--- src/rtl/serial_bcd_to_binary.sv ---
// Serial BCD-to-binary converter: rebuilds a binary value from decimal digits
// received most significant first, using a sequential shift-add multiply by ten.
module serial_bcd_to_binary #(
  parameter int WIDTH      = 13,
  parameter int MAX_DIGITS = 4
) (
  input  logic             clk,
  input  logic             rst_n,
  input  logic             start,
  input  logic [3:0]       digit,
  input  logic             digit_valid,
  input  logic             digit_last,
  output logic             digit_ready,
  output logic [WIDTH-1:0] value,
  output logic             value_valid,
  output logic             overflow,
  output logic             error
);

  localparam int CW = $clog2(MAX_DIGITS + 1);
  localparam logic [WIDTH+3:0] MAX_VALUE = {{4{1'b0}}, {WIDTH{1'b1}}};

  typedef enum logic [2:0] {IDLE, WAIT, MUL, ADD, DONE} state_t;

  state_t           state;
  logic [WIDTH-1:0] acc;
  logic [3:0]       dig;
  logic             last;
  logic [CW-1:0]    count;
  logic [WIDTH+3:0] prod;
  logic [WIDTH+3:0] sum;
  logic [WIDTH-1:0] next_acc;

  // Product and sum are kept four bits wider than the result so that an
  // out-of-range total is detected instead of silently wrapping.
  always_comb begin
    sum      = prod + {{WIDTH{1'b0}}, dig};
    next_acc = (sum > MAX_VALUE) ? {WIDTH{1'b1}} : sum[WIDTH-1:0];
  end

  always_ff @(posedge clk or negedge rst_n) begin
    if (!rst_n) begin
      state       <= IDLE;
      acc         <= '0;
      dig         <= '0;
      last        <= 1'b0;
      count       <= '0;
      prod        <= '0;
      value       <= '0;
      value_valid <= 1'b0;
      overflow    <= 1'b0;
      error       <= 1'b0;
      digit_ready <= 1'b0;
    end else begin
      value_valid <= 1'b0;
      // Start aborts whatever is in flight and takes priority over a digit.
      if (start) begin
        state       <= WAIT;
        acc         <= '0;
        count       <= '0;
        overflow    <= 1'b0;
        error       <= 1'b0;
        digit_ready <= 1'b1;
      end else begin
        case (state)
          IDLE: begin
            digit_ready <= 1'b0;
          end
          WAIT: begin
            if (digit_valid && digit_ready) begin
              dig         <= digit;
              last        <= digit_last;
              count       <= count + 1'b1;
              digit_ready <= 1'b0;
              if (digit > 4'd9) begin
                error       <= 1'b1;
                value       <= '0;
                value_valid <= 1'b1;
                state       <= DONE;
              end else begin
                state <= MUL;
              end
            end
          end
          MUL: begin
            prod  <= ({4'b0000, acc} << 3) + ({4'b0000, acc} << 1);
            state <= ADD;
          end
          ADD: begin
            acc <= next_acc;
            if (sum > MAX_VALUE) begin
              overflow <= 1'b1;
            end
            // Result is published on entry to DONE so the strobe is high
            // exactly during the DONE cycle.
            if (last || (count == CW'(MAX_DIGITS))) begin
              value       <= error ? '0 : next_acc;
              value_valid <= 1'b1;
              state       <= DONE;
            end else begin
              digit_ready <= 1'b1;
              state       <= WAIT;
            end
          end
          DONE: begin
            state <= IDLE;
          end
          default: begin
            state <= IDLE;
          end
        endcase
      end
    end
  end

endmodule

--- config.mk ---
export PLATFORM = sky130hd
export DESIGN_NAME = serial_bcd_to_binary
export DESIGN_NICKNAME = d
export VERILOG_FILES = /design/src/rtl/serial_bcd_to_binary.sv
export SDC_FILE = /design/constraint.sdc
export NUM_CORES = 1
export LEC_CHECK = 0
export ABC_AREA = 1
export CAP_MARGIN = 20
export CORE_ASPECT_RATIO = 1.25
export CORE_MARGIN = 2
export CORE_UTILIZATION = 50
export CTS_BUF_LIST = sky130_fd_sc_hd__clkbuf_2
export CTS_CLUSTER_SIZE = 20
export DETAILED_ROUTE_END_ITERATION = 8
export GPL_TIMING_DRIVEN = 0
export PLACE_DENSITY = 0.78
export SLEW_MARGIN = 20
export SYNTH_ARGS = -nofsm -noshare
export SYNTH_HDL_FRONTEND = slang
export SYNTH_SLANG_ARGS = --single-unit
--- constraint.sdc ---
create_clock -name clk -period 2.7 [get_ports clk]
set_clock_uncertainty 0.05 [all_clocks]
set_input_delay 0.405 -clock clk [delete_from_list [all_inputs] [get_ports clk]]
set_output_delay 0.405 -clock clk [all_outputs]
set_load 0.02 [all_outputs]
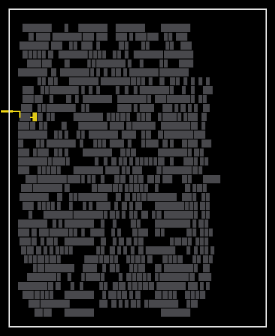
Run 1: wires at chosen ports, followed through buffers
colour	port	bits	direction	end cells	wire
yellow	digit_last	1	input	1	5.30 µm
I/O Buffers: 24
Boundary Pins: 26

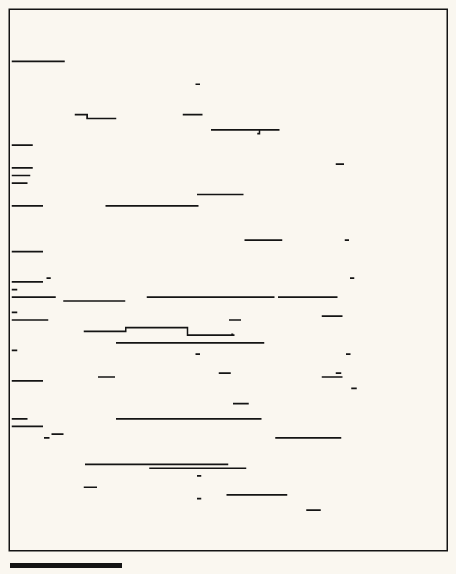
Run 1: M3 wires
Bar = 20 µm.
main direction	horizontal
share of all routed wire	4.3%
longest straight run	26.2 µm
wire length on this layer	337 µm
drt total wl: 7850 µm
via count: 3083
met3 GRT Util: 3.81%

==> ci_impl_report.md, run 1 <==
### Yosys + OpenROAD results

| Metric | Value |
|---|---|
| Total track usage | `22.7%` |
| Total congestion overflow | `0` |
| Dpl hpwl | `6150 µm` |
| Worst Hold Path Cells | `2` |
| Routed Antenna Nets | `0` |
| Log Warnings | `27` |
| Fin crit period | `2.45 ns` |
| Status | `finished clean` |
| CP arrival | `2.80 ns` |
| Post-synth seq share | `41.6%` |
| Pwr dens | `646 nW/µm²` |
| Yosys simple share | `33.1%` |
| Final core utilization | `58.8%` |
| Least-Margin Pin Slew | `0.712 ns` |
| DR DRC count | `0` |
| Yosys top cell by area | `dfrtp_1` |
| Slew Limit Fails | `0` |
| Finish-stage setup viols | `0` |
| Post-Synth XOR/XNOR Area | `2.81%` |
| Die H | `96.6 µm` |
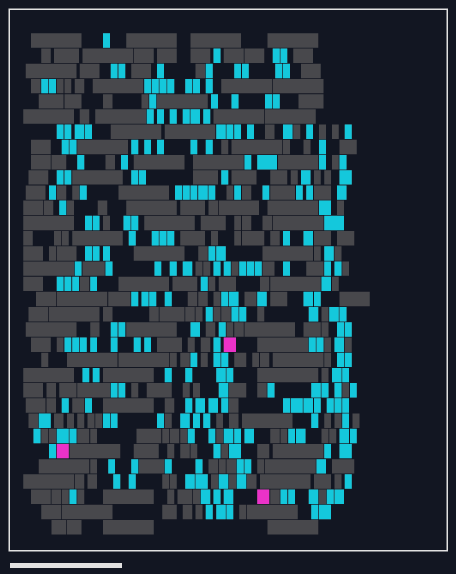
Run 1: selected gate families
Bar = 20 µm.
colour	family	cells	most used
cyan	nand cells	234	nand2_1
magenta	and/or cells	3	or2_2

## run 1: synth_stat cells (all sizes together)
| cell | n |
|---|---|
| clkbuf | 2 |
| nor3 | 4 |
| o21a | 2 |
| a21oi | 10 |
| a22oi | 1 |
| o31ai | 1 |
| o22ai | 2 |
| nand2 | 187 |
| and3 | 1 |
| nand4 | 5 |
| o21bai | 1 |
| xor2 | 8 |
| nor2 | 29 |
| or2 | 2 |
| inv | 58 |
| fa | 2 |
| buf | 8 |
| xnor2 | 3 |
| o2111ai | 1 |
| nand3 | 42 |
| clkinv | 1 |
| o21ai | 22 |
| dfrtp | 57 |
| a31oi | 2 |
| ha | 16 |
## run 1: area by class of cell
type,count,share of cell area (%)
inverter,59,5.70
multi-input combinational,341,43.9
clock inverter,5,1.22
buffer,10,1.97
clock buffer,10,1.29
tap,87,2.80
sequential,57,36.7
timing repair buffer,25,6.38
## run 1: worst register-to-register path: stages, from the launching register on
cell     delay [ns]
dfrtp_1        0.41
ha_1           0.20
inv_1          0.07
fa_1           0.39
inv_1          0.07
nand3_1        0.06
nand2_1        0.19
nand3_1        0.10
nand2_1        0.07
nand3_1        0.10
nor2_4         0.18
buf_8          0.16
nand3_1        0.15
nand2_1        0.10
nand2_1        0.05
## run 1: metal layers
| metal | GRT usage, % | routed length, µm |
|---|---|---|
| met2 | 40.2 | 3990 |
| met5 | 0 | 0 |
| met3 | 3.81 | 337 |
| met1 | 25.6 | 3240 |
| met4 | 14.0 | 285 |
## run 1: report_power, final
part           switching, µW  total [µW]  internal, µW
sequential               141        1160          1020
combinational            498         840           341
clock                    300         505           204
## run 1: flip-flops by register name (all words and copies together) (netlist names)
name         cells
prod            16
value           13
acc             13
state            3
digit_ready      1
count            3
dig              4
value_valid      1
last             1
overflow         1
error            1
==> run 2: changes to the inputs <==
--- a/config.mk
+++ b/config.mk
@@ -6,6 +6,7 @@
 export NUM_CORES = 1
 export LEC_CHECK = 0
 export ABC_AREA = 1
+export ABC_CLOCK_PERIOD_IN_PS = 2700
 export CAP_MARGIN = 20
 export CORE_ASPECT_RATIO = 1.25
 export CORE_MARGIN = 2
==> run 2 against run 1 <==
Effect of this change:
- sequential power is essentially flat
- worst setup slack is the same
- final cell count did not move
- fmax unchanged
- register-to-register slack barely moved
- non-clock buffer count unchanged
- synthesized cell count is the same
- global-route usage stayed put
- critical path depth unchanged
- clock power hardly changed
- critical endpoint unchanged
- largest power group unchanged
- highest routed layer unchanged
==> ci_impl_report.md, run 2 <==
### Yosys + OpenROAD results

| Metric | Value |
|---|---|
| M2 GR Usage | `40.2% (unchanged)` |
| GPL Wtd Cong | `0.921` |
| Total track usage | `22.7% (unchanged)` |
| Routed Antenna Nets | `0 (unchanged)` |
| Boundary Pins | `26 (unchanged)` |
| Largest regs | `prod: 16 flops, acc: 13 flops, value: 13 flops` |
| Via count | `3083 (unchanged)` |
| Yosys top cell by area | `dfrtp_1` |
| Drt total wl | `7850 µm (unchanged)` |
| GR peak layer | `met2` |
| Number of global-route vias before repair | `3061` |
| Met3 GRT Util | `3.81% (unchanged)` |
| Slew Limit Fails | `0 (unchanged)` |
| Synth Area per Inst | `7.34 µm²` |
| Number of enable flip-flop cells | `0 (unchanged)` |
| Finish-stage setup viols | `0 (unchanged)` |
| Hold Startpoint | `start` |
| Die H | `96.6 µm (unchanged)` |
| Pwr dens | `646 nW/µm² (unchanged)` |
| Dpl cells | `578` |
| Met1 wire length | `3240 µm (unchanged)` |
| Fin crit period | `2.45 ns (unchanged)` |
| Total congestion overflow | `0 (unchanged)` |
| Most instantiated library cell after synthesis | `nand2_1` |
| Main synth FF type | `dfrtp_1` |
| Met3 Routed Length | `337 µm (unchanged)` |
| Met2 wire len | `3990 µm (unchanged)` |
| I/O Buffers | `24 (unchanged)` |
| Worst VDD drop | `0.407 mV` |
| DR DRC count | `0 (unchanged)` |
| Status | `finished clean` |
| Largest register by flop count | `prod` |
| Nets at Floorplan | `494` |
| Number of gates resized after cts | `0` |
| Least-Margin Pin Slew | `0.712 ns (unchanged)` |
| Yosys warnings | `0` |
| Pin count of the biggest net entering global routing | `58` |
| Max-cap violations | `0` |
| Post-synth seq share | `41.6% (unchanged)` |
| Synth cell count leaders | `183 x nand2_1, 57 x dfrtp_1, 57 x inv_1` |
| CP arrival | `2.80 ns (about the same)` |
| Top Metal Used | `met4` |
| Log Warnings | `27 (unchanged)` |
| Clk_lat worst skew | `0.49 ns` |
| Async SR Flop Fraction | `100% (unchanged)` |
| Met1 usage | `25.6% (unchanged)` |
| CP Capture Type | `register` |
| Largest register FFs | `16 (unchanged)` |
| Required time of the worst setup path | `3.05 ns` |
| Dpl hpwl | `6150 µm (unchanged)` |
run 2: per-stage QoR:
stage | setup WS (ns) | utilization (%) | cell area (µm²) | TNS, ns | total power, µW
final | 0.246 | 58.8 | 3880 | 0 | 2510
after global routing | 0.0408 | 58.8 | 3880 | 0 | 2670
after CTS | 0.222 | 58.8 | 3880 | 0 | 2520
after detailed placement | 0.253 | 57.1 | 3770 | 0 | 2010
after global placement | -0.538 | 57.2 | 3780 | -30.52 | 1990
after floorplan | 0.691 | - | 3430 | 0 | 1690
run 2: final timing paths:
check	to	slack [ns]	cells past startpoint
max reg2reg	value[7]	0.25	14
min reg2reg	value[11]	0.45	2
min in group asynchronous	acc[12]	0.43	2
max in group asynchronous	prod[9]	1.68	2
min	error	0.15	2
max	value[7]	0.25	14
run 2: worst max-delay path: cells and delay by family (launching register included):
family,cells,cell delay (ns)
AND/OR/NAND/NOR,9,1.00
adder cells (fa/ha/maj),2,0.59
flip-flops,1,0.41
buffers and inverters,3,0.30
run 2: area by class of cell:
type	count	area [µm²]
well taps	87	109
flip-flops and latches	57	1430
plain buffers	10	76.3
fillers	641	2720
clock buffers	10	50.0
multi-input cells	341	1700
clock inverters	5	47.5
repair buffers	25	248
inverters	59	221
run 2: cell families (layout without fill, tap and decap cells):
logic type	count (synthesis)	count (layout)	synth area share, %
buffers and inverters	69	109	8.69
adders and majority gates	18	18	7.01
and+or+nand+nor	270	270	33.1
AOI/OAI and AO/OA	42	42	6.79
xor gates and xnor gates	11	11	2.81
DFF	57	57	41.6
run 2: report_power, final:
part	switching, µW	internal, µW
Combinational	498	341
Sequential	141	1020
Clock	300	204
run 2: what timing repair did:
item                                    4_1_cts  5_1_grt
endpoints found under the hold margin        57        0
endpoints found under the setup margin        0        0
hold buffers                                  1        0
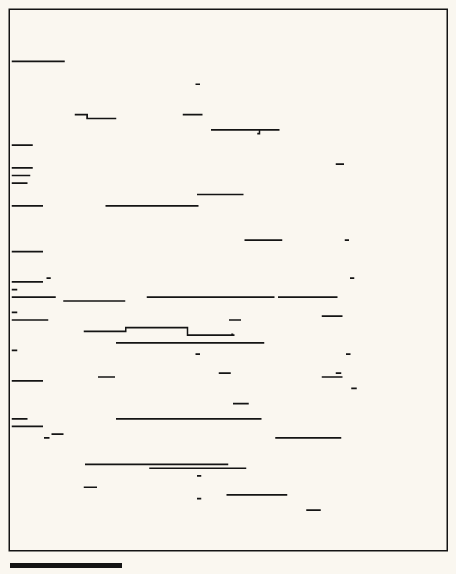
Run 2: M3 wires
Bar = 20 µm.
wire length on this layer	337 µm
longest straight run	26.2 µm
main direction	horizontal
share of all routed wire	4.3%

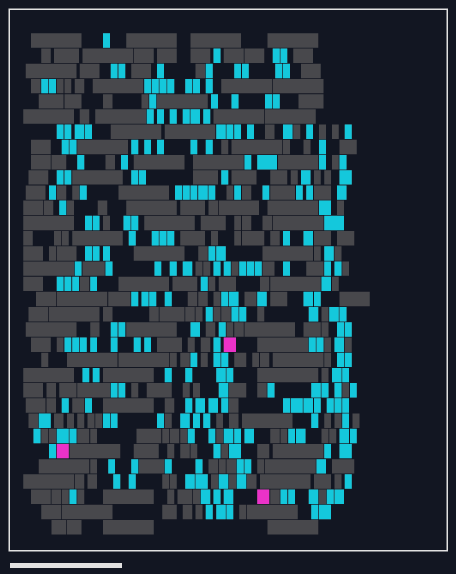
Run 2: selected gate families
Bar = 20 µm.
colour	family	cells	most used
magenta	and/or cells	3	or2_2
cyan	nand cells	234	nand2_1

==> run 3: changes to the inputs <==
--- a/config.mk
+++ b/config.mk
@@ -15,7 +15,8 @@
 export CTS_CLUSTER_SIZE = 20
 export DETAILED_ROUTE_END_ITERATION = 8
 export GPL_TIMING_DRIVEN = 0
-export PLACE_DENSITY = 0.78
+export PLACE_DENSITY_LB_ADDON = 0.3
+export SKIP_LAST_GASP = 1
 export SLEW_MARGIN = 20
 export SYNTH_ARGS = -nofsm -noshare
 export SYNTH_HDL_FRONTEND = slang
==> run 3 against run 2 <==
Effect of this change:
- sequential share of layout area decreased by 0.19 points
- non-clock buffer count did not move
- power is 2.5% higher
- sequential power hardly changed
- register-to-register slack gained 0.03 ns
- final area rose by 0.52%
- global-route usage is 0.066 points lower
- via count down 0.58%
- synthesized area did not move
- critical endpoint is now acc[7]
- largest power group unchanged
==> ci_impl_report.md, run 3 <==
### Yosys + OpenROAD results

| Metric | Value |
|---|---|
| Status | `finished clean` |
| R2R Path End | `acc[7]` |
| Flop pwr share | `45.1% (-1.3 points)` |
| Post-synth seq share | `41.6% (unchanged)` |
| GPL Wtd Cong | `0.848 (-8.0%)` |
| Main synth FF type | `dfrtp_1` |
| Log Warnings | `27 (unchanged)` |
| Synth cell count leaders | `183 x nand2_1, 57 x dfrtp_1, 57 x inv_1` |
| Dpl hpwl | `6000 µm (-2.4%)` |
| Total track usage | `22.6% (-0.066 points)` |
| Pint | `1580 µW (+1.1%)` |
| Total congestion overflow | `0 (unchanged)` |
| Via count | `3065 (-0.58%)` |
| CP Capture Type | `register` |
| Boundary Pins | `26 (unchanged)` |
| Sequential group power | `1160 µW (about the same)` |
| Most instantiated library cell after synthesis | `nand2_1` |
| Finish-stage setup viols | `0 (unchanged)` |
| Comb pwr share | `33.0% (-0.5 points)` |
| Nets at Floorplan | `494 (unchanged)` |
| CP arrival | `2.76 ns (-0.04 ns)` |
| Largest register by flop count | `prod` |
| Drt total wl | `7860 µm (+0.22%)` |
| Yosys top cell by area | `dfrtp_1` |
| Logic area | `1700 µm² (unchanged)` |
| Clock Power | `562 µW (+11%)` |
| Yosys warnings | `0 (unchanged)` |
| Fin crit period | `2.43 ns (-0.0257 ns)` |
| Flop-to-flop setup slack | `0.27 ns (+0.03 ns)` |
| Biggest consumer | `sequential cells` |
| Hold Path Sink | `error` |
| I/O Buffers | `24 (unchanged)` |
| Number of global-route vias before repair | `2927 (-4.4%)` |
| Largest regs | `prod: 16 flops, acc: 13 flops, value: 13 flops` |
| Comb pwr | `847 µW (+0.8%)` |
| Placed Area | `3770 µm² (unchanged)` |
| Number of enable flip-flop cells | `0 (unchanged)` |
| CP Buf/Inv Count | `3 (unchanged)` |
| Number of gates resized after cts | `0 (unchanged)` |
| CP top delay family | `simple AND/OR/NAND/NOR gates` |
| Sw frac | `38.3% (+0.85 points)` |
| DP Worst Slack | `0.295 ns (+0.0420 ns)` |
-- run 3: per-stage QoR --
stage | utilization (%) | cells | power, µW | hold slack, ns
finish | 59.1 | 595 | 2570 | 0.134
floorplan | - | 467 | 1690 | 0.0594
global route | 59.1 | 595 | 2730 | 0.117
global placement | 57.2 | 578 | 2000 | 0.416
detailed placement | 57.1 | 578 | 2020 | 0.416
CTS | 59.1 | 595 | 2580 | 0.113
-- run 3: cell families after synthesis --
| logic type | Yosys count | share of synthesized area [%] |
|---|---|---|
| AND-OR/OR-AND | 42 | 6.79 |
| XOR/XNOR | 11 | 2.81 |
| adder cells (fa/ha/maj) | 18 | 7.01 |
| buffers and inverters | 69 | 8.69 |
| flip-flops | 57 | 41.6 |
| AND/OR/NAND/NOR | 270 | 33.1 |
-- run 3: final cells by class --
class	instances	area share [%]
plain buffers	10	1.96
clock buffers	10	1.28
clock inverters	6	1.73
inverters	59	5.67
multi-input cells	341	43.7
flip-flops and latches	57	36.6
well taps	87	2.79
repair buffers	25	6.35
-- run 3: what timing repair did --
action,CTS,global route
hold endpoints to repair,57,0
buffers inserted,0,0
hold buffers,1,0
-- run 3: worst max-delay path by stage --
| stage | start | to | slack, ns | cells after the start |
|---|---|---|---|---|
| 6_report | dig[1] | acc[7] | 0.27 | 14 |
| 5_1_grt | dig[1] | acc[2] | 0.05 | 14 |
| 4_1_cts | dig[1] | acc[7] | 0.25 | 14 |
| 3_5_place_dp | dig[1] | value[7] | 0.30 | 14 |
| 3_3_place_gp | rst_n | value[6] | -0.62 | 1 |
| 2_1_floorplan | dig[1] | value[8] | 0.69 | 14 |
-- run 3: layer usage --
metal	track usage (%)	vias up	wire (µm)
li1	-	1546	-
met1	27.0	1429	3430
met2	39.9	72	3930
met3	4.37	18	308
met4	10.1	0	193
met5	0	-	0
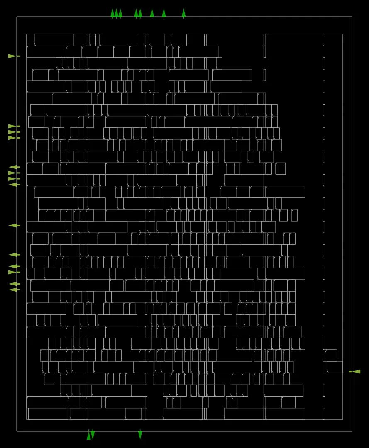
Run 3: cell outlines without signal wires
registers: 57
sequential cell area share: 36.6%
floorplan core area: 6610 µm²

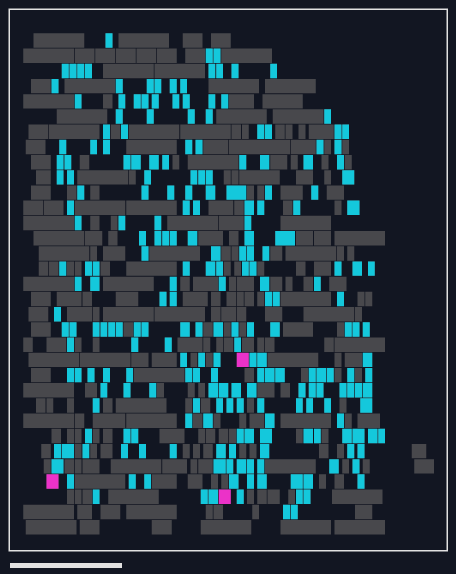
Run 3: selected gate families
Bar = 20 µm.
colour	family	cells	most used
cyan	nand cells	234	nand2_1
magenta	and/or cells	3	or2_2


==> notes/layouts.md <==
Pictures saved along the way, in no particular order.

Cell area per tile.
The die is cut into 8 by 10 equal tiles; black is low, pale yellow is high, 0 to 100% covered.
(a)
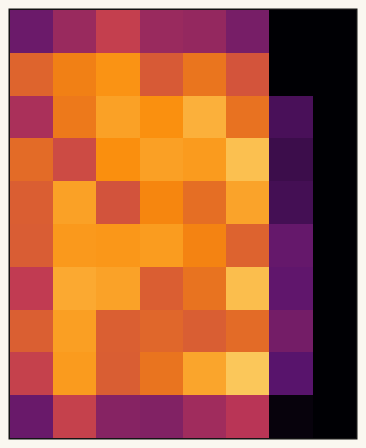
(b)
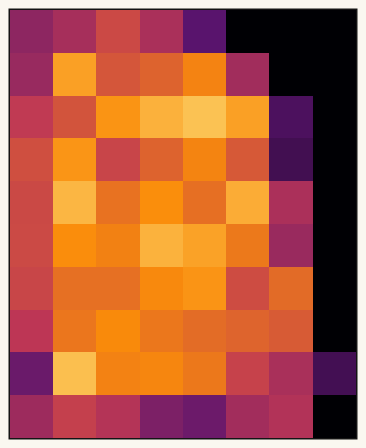
run 3 -> (b)
run 2 -> (a)

Key to (b):
fullest tile	87%
tiles over 75% full	18%
nearly empty tiles	15%
mean over tiles	50%

Power and IR drop assume default switching activity.
